File: config.mk
export PLATFORM = sky130hd
export DESIGN_NAME = spi_reg_ctrl_flat
export DESIGN_NICKNAME = d
export VERILOG_FILES = /design/src/rtl/spi_reg_ctrl_if.sv /design/src/rtl/spi_reg_ctrl.sv /design/src/flat_wrapper.sv
export SDC_FILE = /design/constraint.sdc
export NUM_CORES = 1
export LEC_CHECK = 0
export ABC_AREA = 1
export ABC_CLOCK_PERIOD_IN_PS = 1600
export CORE_MARGIN = 2
export CORE_UTILIZATION = 38
export CTS_BUF_LIST = sky130_fd_sc_hd__clkbuf_2 sky130_fd_sc_hd__clkbuf_4 sky130_fd_sc_hd__clkbuf_8
export DETAILED_ROUTE_END_ITERATION = 12
export SYNTH_ARGS = -nofsm -noshare
export SYNTH_HDL_FRONTEND = slang
export SYNTH_SLANG_ARGS = --single-unit
File: constraint.sdc
create_clock -name clk -period 1.6 [get_ports clk]
set_input_delay 0.16 -clock clk [delete_from_list [all_inputs] [get_ports clk]]
set_output_delay 0.16 -clock clk [all_outputs]
set_load 0.03 [all_outputs]
File: src/rtl/spi_reg_ctrl_if.sv
// Byte-level link between the SPI shifter (master side) and spi_reg_ctrl (slave side).
interface spi_reg_ctrl_if;
  logic [7:0] rx_data;
  logic       rx_valid;
  logic       cs_n_sync;
  logic [7:0] tx_data;
  logic       tx_start;

  modport master (
    output rx_data, rx_valid, cs_n_sync,
    input  tx_data, tx_start
  );

  modport slave (
    input  rx_data, rx_valid, cs_n_sync,
    output tx_data, tx_start
  );
endinterface

File: src/rtl/spi_reg_ctrl.sv
// Parses [CMD][DATA] SPI frames into register-bank reads/writes.
// Optional error counter enabled by defining SPI_REG_CTRL_ERR_CNT_EN.
module spi_reg_ctrl #(
  parameter int unsigned NUM_REGS = 5,
  parameter int unsigned ADDR_W   = 7
) (
  input  logic                  clk,
  input  logic                  rst,
  spi_reg_ctrl_if.slave         spi,
  output logic                  wr_stb,
  output logic [ADDR_W-1:0]     wr_addr,
  output logic [NUM_REGS*8-1:0] regs_flat,
  output logic [7:0]            err_cnt
);

  typedef enum logic [1:0] {
    IDLE,
    DATA,
    DRAIN
  } state_e;

  state_e              state_q, state_d;
  logic [7:0]          cmd_q, cmd_d;
  logic [7:0]          tx_data_q, tx_data_d;
  logic                tx_start_q, tx_start_d;
  logic                wr_stb_q, wr_stb_d;
  logic [ADDR_W-1:0]   wr_addr_q, wr_addr_d;
  logic [7:0]          regs_q [NUM_REGS];
  logic [7:0]          regs_d [NUM_REGS];

  logic                byte_ok;
  logic                abort;
  logic [ADDR_W-1:0]   rx_addr;
  logic [ADDR_W-1:0]   cmd_addr;
  logic [7:0]          rd_byte;

  function automatic logic addr_in_range(input logic [ADDR_W-1:0] a);
    return {1'b0, a} < (ADDR_W+1)'(NUM_REGS);
  endfunction

  assign abort    = spi.cs_n_sync;
  assign byte_ok  = spi.rx_valid & ~spi.cs_n_sync;
  assign rx_addr  = spi.rx_data[ADDR_W-1:0];
  assign cmd_addr = cmd_q[ADDR_W-1:0];

  // Unmatched addresses fall through to zero, which is the out-of-range read value.
  always_comb begin
    rd_byte = '0;
    for (int unsigned i = 0; i < NUM_REGS; i++) begin
      if (rx_addr == ADDR_W'(i)) rd_byte = regs_q[i];
    end
  end

  always_comb begin
    state_d    = state_q;
    cmd_d      = cmd_q;
    tx_data_d  = tx_data_q;
    tx_start_d = 1'b0;
    wr_stb_d   = 1'b0;
    wr_addr_d  = wr_addr_q;
    regs_d     = regs_q;

    unique case (state_q)
      IDLE: begin
        if (byte_ok) begin
          cmd_d   = spi.rx_data;
          state_d = DATA;
          if (!spi.rx_data[7]) begin
            tx_data_d  = rd_byte;
            tx_start_d = 1'b1;
          end
        end
      end
      DATA: begin
        if (abort) begin
          state_d = IDLE;
        end else if (spi.rx_valid) begin
          state_d = DRAIN;
          if (cmd_q[7] && addr_in_range(cmd_addr)) begin
            wr_stb_d  = 1'b1;
            wr_addr_d = cmd_addr;
            for (int unsigned i = 0; i < NUM_REGS; i++) begin
              if (cmd_addr == ADDR_W'(i)) regs_d[i] = spi.rx_data;
            end
          end
        end
      end
      DRAIN: begin
        if (abort) state_d = IDLE;
      end
      default: state_d = IDLE;
    endcase
  end

  always_ff @(posedge clk) begin
    if (rst) begin
      state_q    <= IDLE;
      cmd_q      <= '0;
      tx_data_q  <= '0;
      tx_start_q <= 1'b0;
      wr_stb_q   <= 1'b0;
      wr_addr_q  <= '0;
      for (int unsigned i = 0; i < NUM_REGS; i++) regs_q[i] <= '0;
    end else begin
      state_q    <= state_d;
      cmd_q      <= cmd_d;
      tx_data_q  <= tx_data_d;
      tx_start_q <= tx_start_d;
      wr_stb_q   <= wr_stb_d;
      wr_addr_q  <= wr_addr_d;
      for (int unsigned i = 0; i < NUM_REGS; i++) regs_q[i] <= regs_d[i];
    end
  end

  always_comb begin
    regs_flat = '0;
    for (int unsigned i = 0; i < NUM_REGS; i++) regs_flat[8*i +: 8] = regs_q[i];
  end

  assign spi.tx_data  = tx_data_q;
  assign spi.tx_start = tx_start_q;
  assign wr_stb       = wr_stb_q;
  assign wr_addr      = wr_addr_q;

`ifdef SPI_REG_CTRL_ERR_CNT_EN
  logic       err_evt;
  logic [7:0] err_cnt_q, err_cnt_d;

  // Each error source lives in a distinct state, so at most one event per cycle.
  always_comb begin
    err_evt = 1'b0;
    unique case (state_q)
      IDLE:    err_evt = byte_ok && !addr_in_range(rx_addr);
      DATA:    err_evt = abort;
      DRAIN:   err_evt = byte_ok;
      default: err_evt = 1'b0;
    endcase
    err_cnt_d = err_cnt_q;
    if (err_evt && (err_cnt_q != 8'hFF)) err_cnt_d = err_cnt_q + 8'd1;
  end

  always_ff @(posedge clk) begin
    if (rst) err_cnt_q <= '0;
    else     err_cnt_q <= err_cnt_d;
  end

  assign err_cnt = err_cnt_q;
`else
  assign err_cnt = '0;
`endif

endmodule
File: src/flat_wrapper.sv
// flat-port wrapper written by rule: the top's interface ports become plain ports
module spi_reg_ctrl_flat 
#(
  parameter int unsigned NUM_REGS = 5,
  parameter int unsigned ADDR_W   = 7
)
  (clk, rst, wr_stb, wr_addr, regs_flat, err_cnt, spi_rx_data, spi_rx_valid, spi_cs_n_sync, spi_tx_data, spi_tx_start);
  spi_reg_ctrl_if spi_i ();
  input  logic clk;
  input  logic rst;
  output logic wr_stb;
  output logic [ADDR_W-1:0] wr_addr;
  output logic [NUM_REGS*8-1:0] regs_flat;
  output logic [7:0] err_cnt;
  input wire logic [$bits(spi_i.rx_data)-1:0] spi_rx_data;
  input wire logic [$bits(spi_i.rx_valid)-1:0] spi_rx_valid;
  input wire logic [$bits(spi_i.cs_n_sync)-1:0] spi_cs_n_sync;
  output wire logic [$bits(spi_i.tx_data)-1:0] spi_tx_data;
  output wire logic [$bits(spi_i.tx_start)-1:0] spi_tx_start;
  assign spi_i.rx_data = spi_rx_data;
  assign spi_i.rx_valid = spi_rx_valid;
  assign spi_i.cs_n_sync = spi_cs_n_sync;
  assign spi_tx_data = spi_i.tx_data;
  assign spi_tx_start = spi_i.tx_start;
  spi_reg_ctrl #(.NUM_REGS(NUM_REGS), .ADDR_W(ADDR_W)) u_core (.clk(clk), .rst(rst), .spi(spi_i), .wr_stb(wr_stb), .wr_addr(wr_addr), .regs_flat(regs_flat), .err_cnt(err_cnt));
endmodule
==> results.py <==
# Synthesis and PnR figures
metrics = {
    "finish": {
        "drive_gt1_share_pct": 14.1,
        "comb-cell-share_pct": 35.5,
        "seq_area_um2": 1340,
        "layout.cells.most_common": "nand2_1",
        "diodes": 0,
        "area_growth_pct": 33.9,
        "nNonClkBuffers": 98,
        "largest_register_ff_count": 40,
        "stdcell_count": 677,
        "inverters": 70,
        "layout.nonclk_buf_share_pct": 21.0,
        "logic_gate_count": 320,
    },
    "yosys": {
        "synth_area_um2": 3320,
        "synthTopCellsByArea": "dfxtp_1 (40%), nand2_1 (11%), nor2_1 (9.4%), inv_1 (7.1%), nand3_1 (6.5%)",
        "async_flop_share_pct": 0,
        "common_cells": "nand2_1 (93), nor2_1 (83), dfxtp_1 (67), inv_1 (63), nand3_1 (43)",
        "largest_area_cell": "dfxtp_1",
        "synth-main-ff-cell": "dfxtp_1",
        "syn_inst": 473,
    },
    "pwr": {
        "power_leakage_nw": 2.40,
    },
    "critical_path": {
        "crit_slowest_cell": "clkdlybuf4s50_1",
        "r2r-start": "u_core.cmd_q[0]",
        "worst_path_dominant_cell_family": "buffers and inverters",
    },
    "placed_design": {
        "io_buffers": 68,
    },
    "routing": {
        "ant_nets": 0,
        "viasPerCell": 4.72,
        "dr_wl_met3_um": 623,
    },
    "sta": {
        "fmax_mhz": 636,
        "rsz0062_at_grt": "no",
        "holdWs_ps": 426,
        "skew_ps": 6.38,
        "worstMarginPinSlew_ps": 495,
        "fin_ws_ps": 27.1,
        "period_used_pct": 98.3,
    },
    "global_route": {
        "grt_overflow_total": 0,
        "grtUsageMet3_pct": 4.89,
        "busiest_layer": "met2",
        "grt_max_degree": 25,
        "grt_antenna_before_repair": 0,
    },
    "clock_tree": {
        "h-tree-depth": 3,
        "cts_made_buffers": 9,
        "cts_resized": 16,
        "post_cts_buffers": 0,
    },
    "run_status": {
        "status": "complete, no violations",
    },
    "min_path": {
        "min_from": "u_core.wr_addr[5]",
        "hold_path_class": "reg -> reg",
    },
}
-- kinds of logic after synthesis --
family	count (synthesis)	synth area share [%]
flip-flops	67	40.3
buffers and inverters	93	13.2
AND/OR/NAND/NOR	263	38.2
AND-OR/OR-AND	49	8.09
other	1	0.113
-- path summary, 6_finish.rpt --
| check | cells past startpoint | to |
|---|---|---|
| setup reg to reg | 8 | u_core.regs_flat[7] |
| hold / removal | 2 | u_core.wr_addr[5] |
| setup / recovery | 1 | regs_flat[14] |
| hold reg to reg | 2 | u_core.wr_addr[5] |
-- power by group --
group / internal, mW / total [mW] / switching (mW)
combinational: 0.129 / 0.365 / 0.235
sequential: 1.68 / 1.71 / 0.0205
clock: 0.757 / 1.38 / 0.618
Figure 1. Wiring by layer.
Only two layers are drawn.
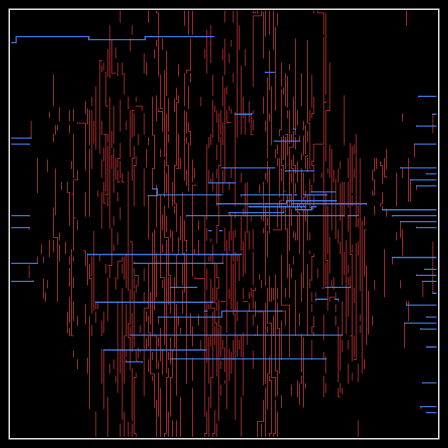
| color | layer | wire length |
|---|---|---|
| blue | metal 3 | 623 µm |
| red | metal 2 | 4360 µm |
overall routed net length: 9470 µm
GRT Util Overall: 20.6%
Routed wire per std cell: 14.0 µm
routed vias: 3198

Figure 2. Local utilization.
Scale bar: 20 µm. 10 x 10 tiles, from dark purple (low) to yellow (high), 0 to 100% covered.
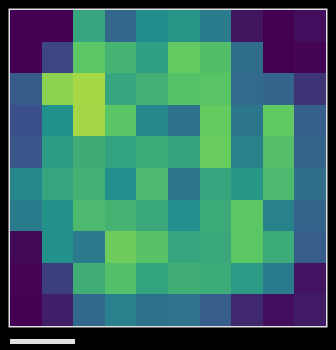
nearly empty tiles: 8.0%
mean over tiles: 45%
emptiest ninth of the die: upper right
tiles over 75% full: 8.0%
fullest tile: 86%

No activity file was given, so power comes from the tool's default toggle rates.
